[config.mk]
export PLATFORM = sky130hd
export DESIGN_NAME = alu_pipe
export DESIGN_NICKNAME = d
export VERILOG_FILES = /design/src/rtl/alu_pkg.sv /design/src/rtl/alu_mul_seq.sv /design/src/rtl/alu_pipe.sv
export SDC_FILE = /design/constraint.sdc
export NUM_CORES = 1
export LEC_CHECK = 0
export CAP_MARGIN = 20
export CORE_UTILIZATION = 60
export DETAILED_ROUTE_END_ITERATION = 8
export HOLD_SLACK_MARGIN = 0.06
export PLACE_DENSITY = 0.88
export REMOVE_ABC_BUFFERS = 1
export SKIP_CTS_REPAIR_TIMING = 1
export SLEW_MARGIN = 10
export SYNTH_ARGS = -nofsm -noshare
export SYNTH_HDL_FRONTEND = slang
export SYNTH_SLANG_ARGS = --single-unit
[constraint.sdc]
create_clock -name clk -period 5.3 [get_ports clk]
set_input_delay 1.06 -clock clk [delete_from_list [all_inputs] [get_ports clk]]
set_output_delay 1.06 -clock clk [all_outputs]
set_load 0.01 [all_outputs]
[src/rtl/alu_pkg.sv]
// Shared definitions for the execute-stage ALU: opcode encoding, control
// states, flag bit positions and the shift-amount width helper.
package alu_pkg;

  typedef enum logic [2:0] {
    OP_ADD = 3'b000,
    OP_SUB = 3'b001,
    OP_AND = 3'b010,
    OP_OR  = 3'b011,
    OP_XOR = 3'b100,
    OP_SLL = 3'b101,
    OP_SRL = 3'b110,
    OP_MUL = 3'b111
  } alu_op_e;

  typedef enum logic {
    ST_IDLE = 1'b0,
    ST_MUL  = 1'b1
  } alu_state_e;

  localparam int FLAG_Z = 0;
  localparam int FLAG_N = 1;
  localparam int FLAG_C = 2;
  localparam int FLAG_V = 3;

  // log2 of a power-of-two width: number of bits in a shift amount
  function automatic int shamt_w(input int w);
    int r;
    r = 0;
    while ((1 << r) < w) r++;
    return r;
  endfunction

endpackage

[src/rtl/alu_mul_seq.sv]
// Unsigned shift-add multiplier, one partial product per clock. done marks the
// edge on which the final product (presented on prod) becomes complete.
module alu_mul_seq
  import alu_pkg::*;
#(
  parameter int WIDTH = 16
) (
  input  logic               clk,
  input  logic               rst_n,
  input  logic               start,
  input  logic [WIDTH-1:0]   a,
  input  logic [WIDTH-1:0]   b,
  output logic               done,
  output logic [2*WIDTH-1:0] prod
);

  localparam int CNT_W = shamt_w(WIDTH);
  localparam logic [CNT_W-1:0] LAST = CNT_W'(WIDTH - 1);

  logic [2*WIDTH-1:0] mcand_q, mcand_d;
  logic [2*WIDTH-1:0] acc_q, acc_d;
  logic [2*WIDTH-1:0] sum;
  logic [WIDTH-1:0]   mplier_q, mplier_d;
  logic [CNT_W-1:0]   cnt_q, cnt_d;
  logic               run_q, run_d;

  always_comb begin
    sum      = acc_q + (mplier_q[0] ? mcand_q : '0);
    mcand_d  = mcand_q;
    acc_d    = acc_q;
    mplier_d = mplier_q;
    cnt_d    = cnt_q;
    run_d    = run_q;
    if (start) begin
      mcand_d  = {{WIDTH{1'b0}}, a};
      acc_d    = '0;
      mplier_d = b;
      cnt_d    = '0;
      run_d    = 1'b1;
    end else if (run_q) begin
      acc_d    = sum;
      mcand_d  = mcand_q << 1;
      mplier_d = mplier_q >> 1;
      cnt_d    = cnt_q + CNT_W'(1);
      if (cnt_q == LAST) run_d = 1'b0;
    end
  end

  // The last iteration's sum is handed straight out so the top can capture
  // the product on the same edge the counter expires.
  assign done = run_q && (cnt_q == LAST);
  assign prod = sum;

  always_ff @(posedge clk or negedge rst_n) begin
    if (!rst_n) begin
      mcand_q  <= '0;
      acc_q    <= '0;
      mplier_q <= '0;
      cnt_q    <= '0;
      run_q    <= 1'b0;
    end else begin
      mcand_q  <= mcand_d;
      acc_q    <= acc_d;
      mplier_q <= mplier_d;
      cnt_q    <= cnt_d;
      run_q    <= run_d;
    end
  end

endmodule

[src/rtl/alu_pipe.sv]
// Execute-stage ALU with valid/ready on both sides: single-cycle logic and
// arithmetic ops plus an optional iterative multiply, registered result and Z/N/C/V.
module alu_pipe
  import alu_pkg::*;
#(
  parameter int WIDTH  = 16,
  parameter int MUL_EN = 1
) (
  input  logic             clk,
  input  logic             rst_n,
  input  logic             in_valid,
  output logic             in_ready,
  input  logic [2:0]       op,
  input  logic [WIDTH-1:0] a,
  input  logic [WIDTH-1:0] b,
  output logic             out_valid,
  input  logic             out_ready,
  output logic [WIDTH-1:0] result,
  output logic             flag_z,
  output logic             flag_n,
  output logic             flag_c,
  output logic             flag_v,
  output logic             err,
  output logic             busy
);

  localparam int SW  = shamt_w(WIDTH);
  localparam int MSB = WIDTH - 1;

  alu_state_e         state_q, state_d;
  logic               vld_q, vld_d;
  logic [WIDTH-1:0]   res_q, res_d;
  logic [3:0]         flags_q, flags_d;
  logic               err_q, err_d;

  alu_op_e            op_e;
  logic               accept, mul_start, mul_done;
  logic [2*WIDTH-1:0] mul_prod;
  logic [SW-1:0]      shamt;
  logic [WIDTH:0]     sum_ext, shl, shr;
  logic [WIDTH-1:0]   alu_res;
  logic               alu_c, alu_v, alu_err;

  function automatic logic [3:0] pack_flags(input logic [WIDTH-1:0] r,
                                            input logic c, input logic v);
    logic [3:0] f;
    f         = '0;
    f[FLAG_Z] = (r == '0);
    f[FLAG_N] = r[WIDTH-1];
    f[FLAG_C] = c;
    f[FLAG_V] = v;
    return f;
  endfunction

  assign op_e      = alu_op_e'(op);
  assign shamt     = b[SW-1:0];
  assign in_ready  = (state_q == ST_IDLE) && (!vld_q || out_ready);
  assign accept    = in_valid && in_ready;
  assign mul_start = accept && (op_e == OP_MUL) && (MUL_EN != 0);

  alu_mul_seq #(.WIDTH(WIDTH)) u_mul (
    .clk   (clk),
    .rst_n (rst_n),
    .start (mul_start),
    .a     (a),
    .b     (b),
    .done  (mul_done),
    .prod  (mul_prod)
  );

  always_comb begin
    sum_ext = '0;
    shl     = '0;
    shr     = '0;
    alu_res = '0;
    alu_c   = 1'b0;
    alu_v   = 1'b0;
    alu_err = 1'b0;
    case (op_e)
      OP_ADD: begin
        sum_ext = {1'b0, a} + {1'b0, b};
        alu_res = sum_ext[WIDTH-1:0];
        alu_c   = sum_ext[WIDTH];
        alu_v   = (a[MSB] == b[MSB]) && (alu_res[MSB] != a[MSB]);
      end
      OP_SUB: begin
        sum_ext = {1'b0, a} + {1'b0, ~b} + (WIDTH+1)'(1);
        alu_res = sum_ext[WIDTH-1:0];
        alu_c   = sum_ext[WIDTH];
        alu_v   = (a[MSB] != b[MSB]) && (alu_res[MSB] != a[MSB]);
      end
      OP_AND: alu_res = a & b;
      OP_OR:  alu_res = a | b;
      OP_XOR: alu_res = a ^ b;
      // Widening by one bit catches the last bit shifted out; it stays 0 for s=0.
      OP_SLL: begin
        shl     = {1'b0, a} << shamt;
        alu_res = shl[WIDTH-1:0];
        alu_c   = shl[WIDTH];
      end
      OP_SRL: begin
        shr     = {a, 1'b0} >> shamt;
        alu_res = shr[WIDTH:1];
        alu_c   = shr[0];
      end
      OP_MUL: alu_err = (MUL_EN == 0);
      default: alu_err = 1'b1;
    endcase
  end

  always_comb begin
    state_d = state_q;
    vld_d   = vld_q;
    res_d   = res_q;
    flags_d = flags_q;
    err_d   = err_q;
    case (state_q)
      ST_IDLE: begin
        if (mul_start) begin
          state_d = ST_MUL;
          vld_d   = 1'b0;
        end else if (accept) begin
          vld_d   = 1'b1;
          res_d   = alu_res;
          flags_d = pack_flags(alu_res, alu_c, alu_v);
          err_d   = alu_err;
        end else if (out_ready) begin
          vld_d   = 1'b0;
        end
      end
      ST_MUL: begin
        if (mul_done) begin
          state_d = ST_IDLE;
          vld_d   = 1'b1;
          res_d   = mul_prod[WIDTH-1:0];
          flags_d = pack_flags(mul_prod[WIDTH-1:0], |mul_prod[2*WIDTH-1:WIDTH], 1'b0);
          err_d   = 1'b0;
        end
      end
      default: state_d = ST_IDLE;
    endcase
  end

  always_ff @(posedge clk or negedge rst_n) begin
    if (!rst_n) begin
      state_q <= ST_IDLE;
      vld_q   <= 1'b0;
      res_q   <= '0;
      flags_q <= '0;
      err_q   <= 1'b0;
    end else begin
      state_q <= state_d;
      vld_q   <= vld_d;
      res_q   <= res_d;
      flags_q <= flags_d;
      err_q   <= err_d;
    end
  end

  assign out_valid = vld_q;
  assign result    = res_q;
  assign flag_z    = flags_q[FLAG_Z];
  assign flag_n    = flags_q[FLAG_N];
  assign flag_c    = flags_q[FLAG_C];
  assign flag_v    = flags_q[FLAG_V];
  assign err       = err_q;
  assign busy      = (state_q == ST_MUL);

endmodule

### Sequential cells coloured by netlist name

Scale bar: 50 µm.
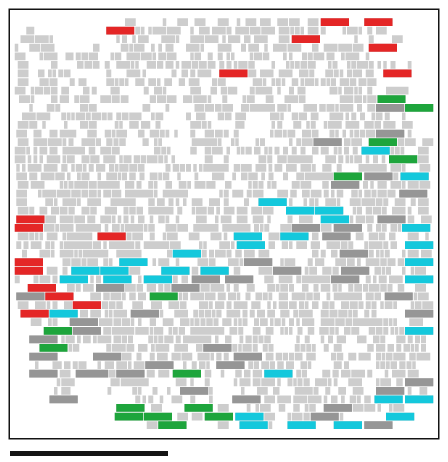
netlist name	colour	flops
`result`	green	15
`u_mul.mplier_q`	red	16
`u_mul.mcand_q`	cyan	32
not coloured	43

### Cell classes on the final placement

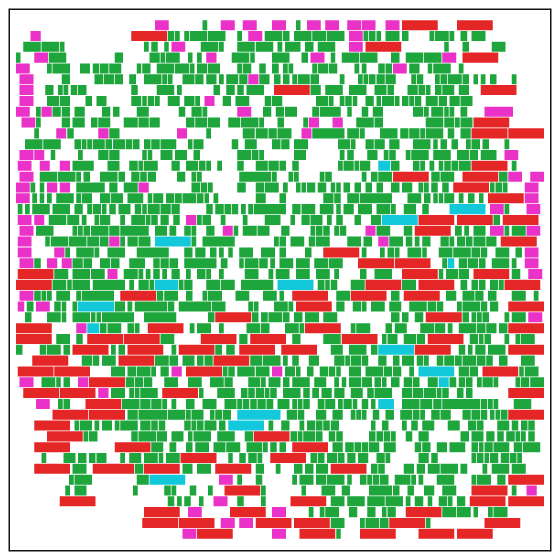
class	colour	cells	share of their area
combinational and other logic	green	1,138	67%
sequential cells	red	106	23%
remaining buffers and delay cells	magenta	94	7.5%
clock drivers and dummy loads	cyan	16	2.7%

-- cell usage after synthesis (14+ instances only) --
master / instances / area share
nor3_1: 30 / 0.014
nand3_1: 31 / 0.014
a21o_1: 17 / 0.012
inv_1: 60 / 0.021
nor2_1: 159 / 0.056
xnor2_1: 18 / 0.015
o211ai_1: 15 / 0.010
and2_1: 39 / 0.023
a211oi_1: 16 / 0.011
a21oi_1: 96 / 0.045
mux4_2: 14 / 0.029
mux2i_1: 103 / 0.096
nand2_1: 96 / 0.034
a31oi_1: 15 / 0.0087
o21ai_0: 87 / 0.041
nand2b_1: 23 / 0.013
nor4_1: 16 / 0.0093
dfrtp_1: 106 / 0.25
o22ai_1: 16 / 0.0093
ha_1: 84 / 0.098
clkbuf_1: 63 / 0.022
-- kinds of logic after synthesis --
| family | Yosys count | synth area share |
|---|---|---|
| simple gates | 476 | 0.2167 |
| compound gates | 366 | 0.2235 |
| buf+inv | 152 | 0.05784 |
| mux | 121 | 0.1297 |
| flops | 106 | 0.2472 |
| fa+ha+maj | 87 | 0.1035 |
| xor+xnor | 26 | 0.02122 |
| other cells | 1 | 0.0003495 |
-- worst max-delay path, cell delays in order --
cell,delay [ps]
clkdlybuf4s50_1,750
inv_1,90
ha_1,400
a21o_1,210
a2111oi_0,310
a21boi_0,410
nor2_1,120
a221o_1,320
a211o_1,310
nor4b_1,380
nand4_1,230
nor4_1,230
a21o_1,150
-- metrics by stage --
step,setup WS (ps),utilization
2_1_floorplan,-223.9,-
3_3_place_gp,573.2,0.6623
3_5_place_dp,442.8,0.6623
4_1_cts,812.8,0.6803
5_1_grt,419.5,0.6803
6_report,636.6,0.6803
-- flip-flops by register name, indices dropped and copies added (netlist names) --
name	cells
busy	1
result	15
u_mul.cnt_q	4
u_mul.mplier_q	16
out_valid	1
u_mul.acc_q	32
u_mul.mcand_q	32
flags_q	4
u_mul.run_q	1
-- layer usage --
layer  up-vias  wire [µm]  global-route usage
met5         -          0            0.005556
met4         0       1499              0.1810
met3       109       2891             0.06210
met2       599      14950              0.5743
met1      5039      14200              0.5196
li1       4876          -                   -
-- final cells by class --
class / instances / area [µm²]
clock buffer: 9 / 225.2
tap: 225 / 281.5
timing repair buffer: 94 / 863.3
fill: 1483 / 5549
sequential: 106 / 2656
inverter: 61 / 229.0
multi-input combinational: 1077 / 7465
clock inverter: 7 / 87.58
-- worst max-delay path by stage --
stage / start / endpoint / slack (ps) / cells after the start
finish: a[8] / flags_q[0]$_DFFE_PN0P_ / 640 / 13
global route: a[8] / flags_q[0]$_DFFE_PN0P_ / 420 / 13
CTS: a[8] / flags_q[0]$_DFFE_PN0P_ / 810 / 13
detailed placement: a[8] / flags_q[0]$_DFFE_PN0P_ / 440 / 13
global placement: a[8] / flags_q[0]$_DFFE_PN0P_ / 570 / 13
floorplan: out_ready / u_mul.mcand_q[0]$_DFFE_PN0P_ / -220 / 5
-- power by group --
part | total, mW | internal, mW | switching [mW]
clock network | 0.732 | 0.377 | 0.356
logic | 3.25 | 1.33 | 1.92
registers | 1.49 | 1.19 | 0.305
==> notes.md <==
The endpoint arrival time on the critical path is 4970 ps, and the average footprint of a synthesized cell is 8.038 µm². The startpoint kind of the worst setup timing path is a primary input. The first TritonRoute pass finished after 7 iterations. The total count of max-transition violations in the final report is 0. The final hold violation count recorded for this run is 0.

Per the TritonCTS log, the buffer count is 9. For the worst min-delay path, the startpoint reported by OpenROAD is result[7]$_DFFE_PN0P_. The sequential share of the synthesized area is 0.2472, and the setup skew after layout is 18.34 ps. For the final setup violation count, the log shows 0. Summing over every cut layer, the via total after detailed routing is 10,620. For the maximum number of pins on one net before global-route repair, the log shows 104. In this run the cell area of the synthesized design comes to 10,730 µm². According to the dpl log, the detail-placed design has an HPWL of 24,690 µm. Per the OpenROAD floorplan log, the area of the core is 17,360 µm². With the number of distinct standard cells referenced by the synthesized netlist at 85, the area of all placed cells without fillers is 11,810 µm². The placed instance count was 1,563.

For the worst-skew pair, the clock arrives at the later sink with an insertion delay of 370 ps. For the initial antenna violation count, the log shows 0. The weighted congestion at the end of routability-driven global placement is 1.054, and the area after detailed placement is 11,490 µm².

TritonCTS built the clock tree. Per the timing report, the most critical flop-to-flop path originates at u_mul.mplier_q[0]$_DFFE_PN0P_. The ratio of cells with drive above 1 in the final layout works out to 0.07238.

The worst hold path was traced through 2 stages. TritonRoute output was used to compute an average wire per cell of 21.24 µm. The run gives 80 ps for the clock-pin slew reported for the worst setup and hold paths after clock tree synthesis. The report puts the cell count of the worst reg-to-reg path at 13.

Per the run report, area growth between synthesis and finish was 10.04%. The worst setup path is captured at a flip-flop. Sum of overflow across all layers after global routing: 0.

The final report lists a non-filler cell total of 1,579. The share of flip-flops with an asynchronous set or reset after synthesis is 1.000. 63 I/O pins were placed.

The via density per instance was 6.728. Nets still carrying antenna violations after routing amount to 0. According to the hold report, the worst path is of the flip-flop to flip-flop type.

The worst IR drop on VDD is 0.0004682 V, and the maximum number of buffers from clock root to sink is 2. Max-cap violations in this run came to 0. Number of storage elements in the synthesis netlist: 106. The synthesis report names the predominant flop master as dfrtp_1. The capture instance of the worst register-to-register path is flags_q[2]$_DFFE_PN0P_.

In the final design database the tool counted 1,475 nets. The tools report the total wirelength of the detailed-routed design as 33,540 µm. In this run the number of H-tree levels came out at 3. Leaving out fill and tap cells, the most frequent cells in the layout are nor2_1 (158), dfrtp_1 (105), mux2i_1 (103). Setup repair after global routing left no endpoint under its margin. For the final routed database, the setup TNS stands at 0 ps. For the post-synthesis cell count from yosys, the log shows 1,335. Overall power consumption after layout is estimated at 5.475 mW. The tool warning count for the run is 63. The logs give 10,010 for the number of global-route vias before repair and 0.3161 for the max-slew headroom at the worst pin.

Wire length of the first global-routing pass: 53,990 µm. According to the Yosys statistics, the synthesized design has a chip area of 10,730 µm². The script extracted a total leakage power of 5.227 nW. The warning tally printed by Yosys for this design is 0. The highest fanout seen on the critical path works out to 10. Measured along the x axis, the die boundary spans 135.7 µm. STA shows the worst min-delay path finishing at result[7]$_DFFE_PN0P_. The most critical hold endpoint after final layout shows a slack of 526.8 ps.

For the overall routing resource usage, the log shows 0.3776. The root buffer cell was clkbuf_16. The die covers 18,420 µm². The share of the clock period used by the worst path is 0.8799. The tools report the starting DRC count in detailed routing as 1,244. Looking at the max-slew report, the worst-margin pin has a slew of 1022 ps. According to the floorplan log, the row count is 48.

Synthesis handed over a netlist of 1,335 instances. For the flop-to-flop setup slack, the log shows 890 ps. For the maximum frequency from static timing analysis, the log shows 0.2144 GHz. The critical path class was primary input to flip-flop. CTS saw 106 sinks. Counting only logic cells after layout, the most numerous master is nor2_1.

For the critical path required time, the log shows 5610 ps. The run finished with clean final reports. Total power normalized to cell area comes to 463.7 nW/µm². Initial cell density of the core: 0.6182. The number of buffers inserted by port buffering is 61.

The overall die height is 135.7 µm, and the final antenna diode count is 0. The tools report the DRC violations left as 0. The final timing report derives a shortest allowable period of 4663 ps. The count of library flops with an enable pin works out to 0.
Power and IR drop assume default switching activity.
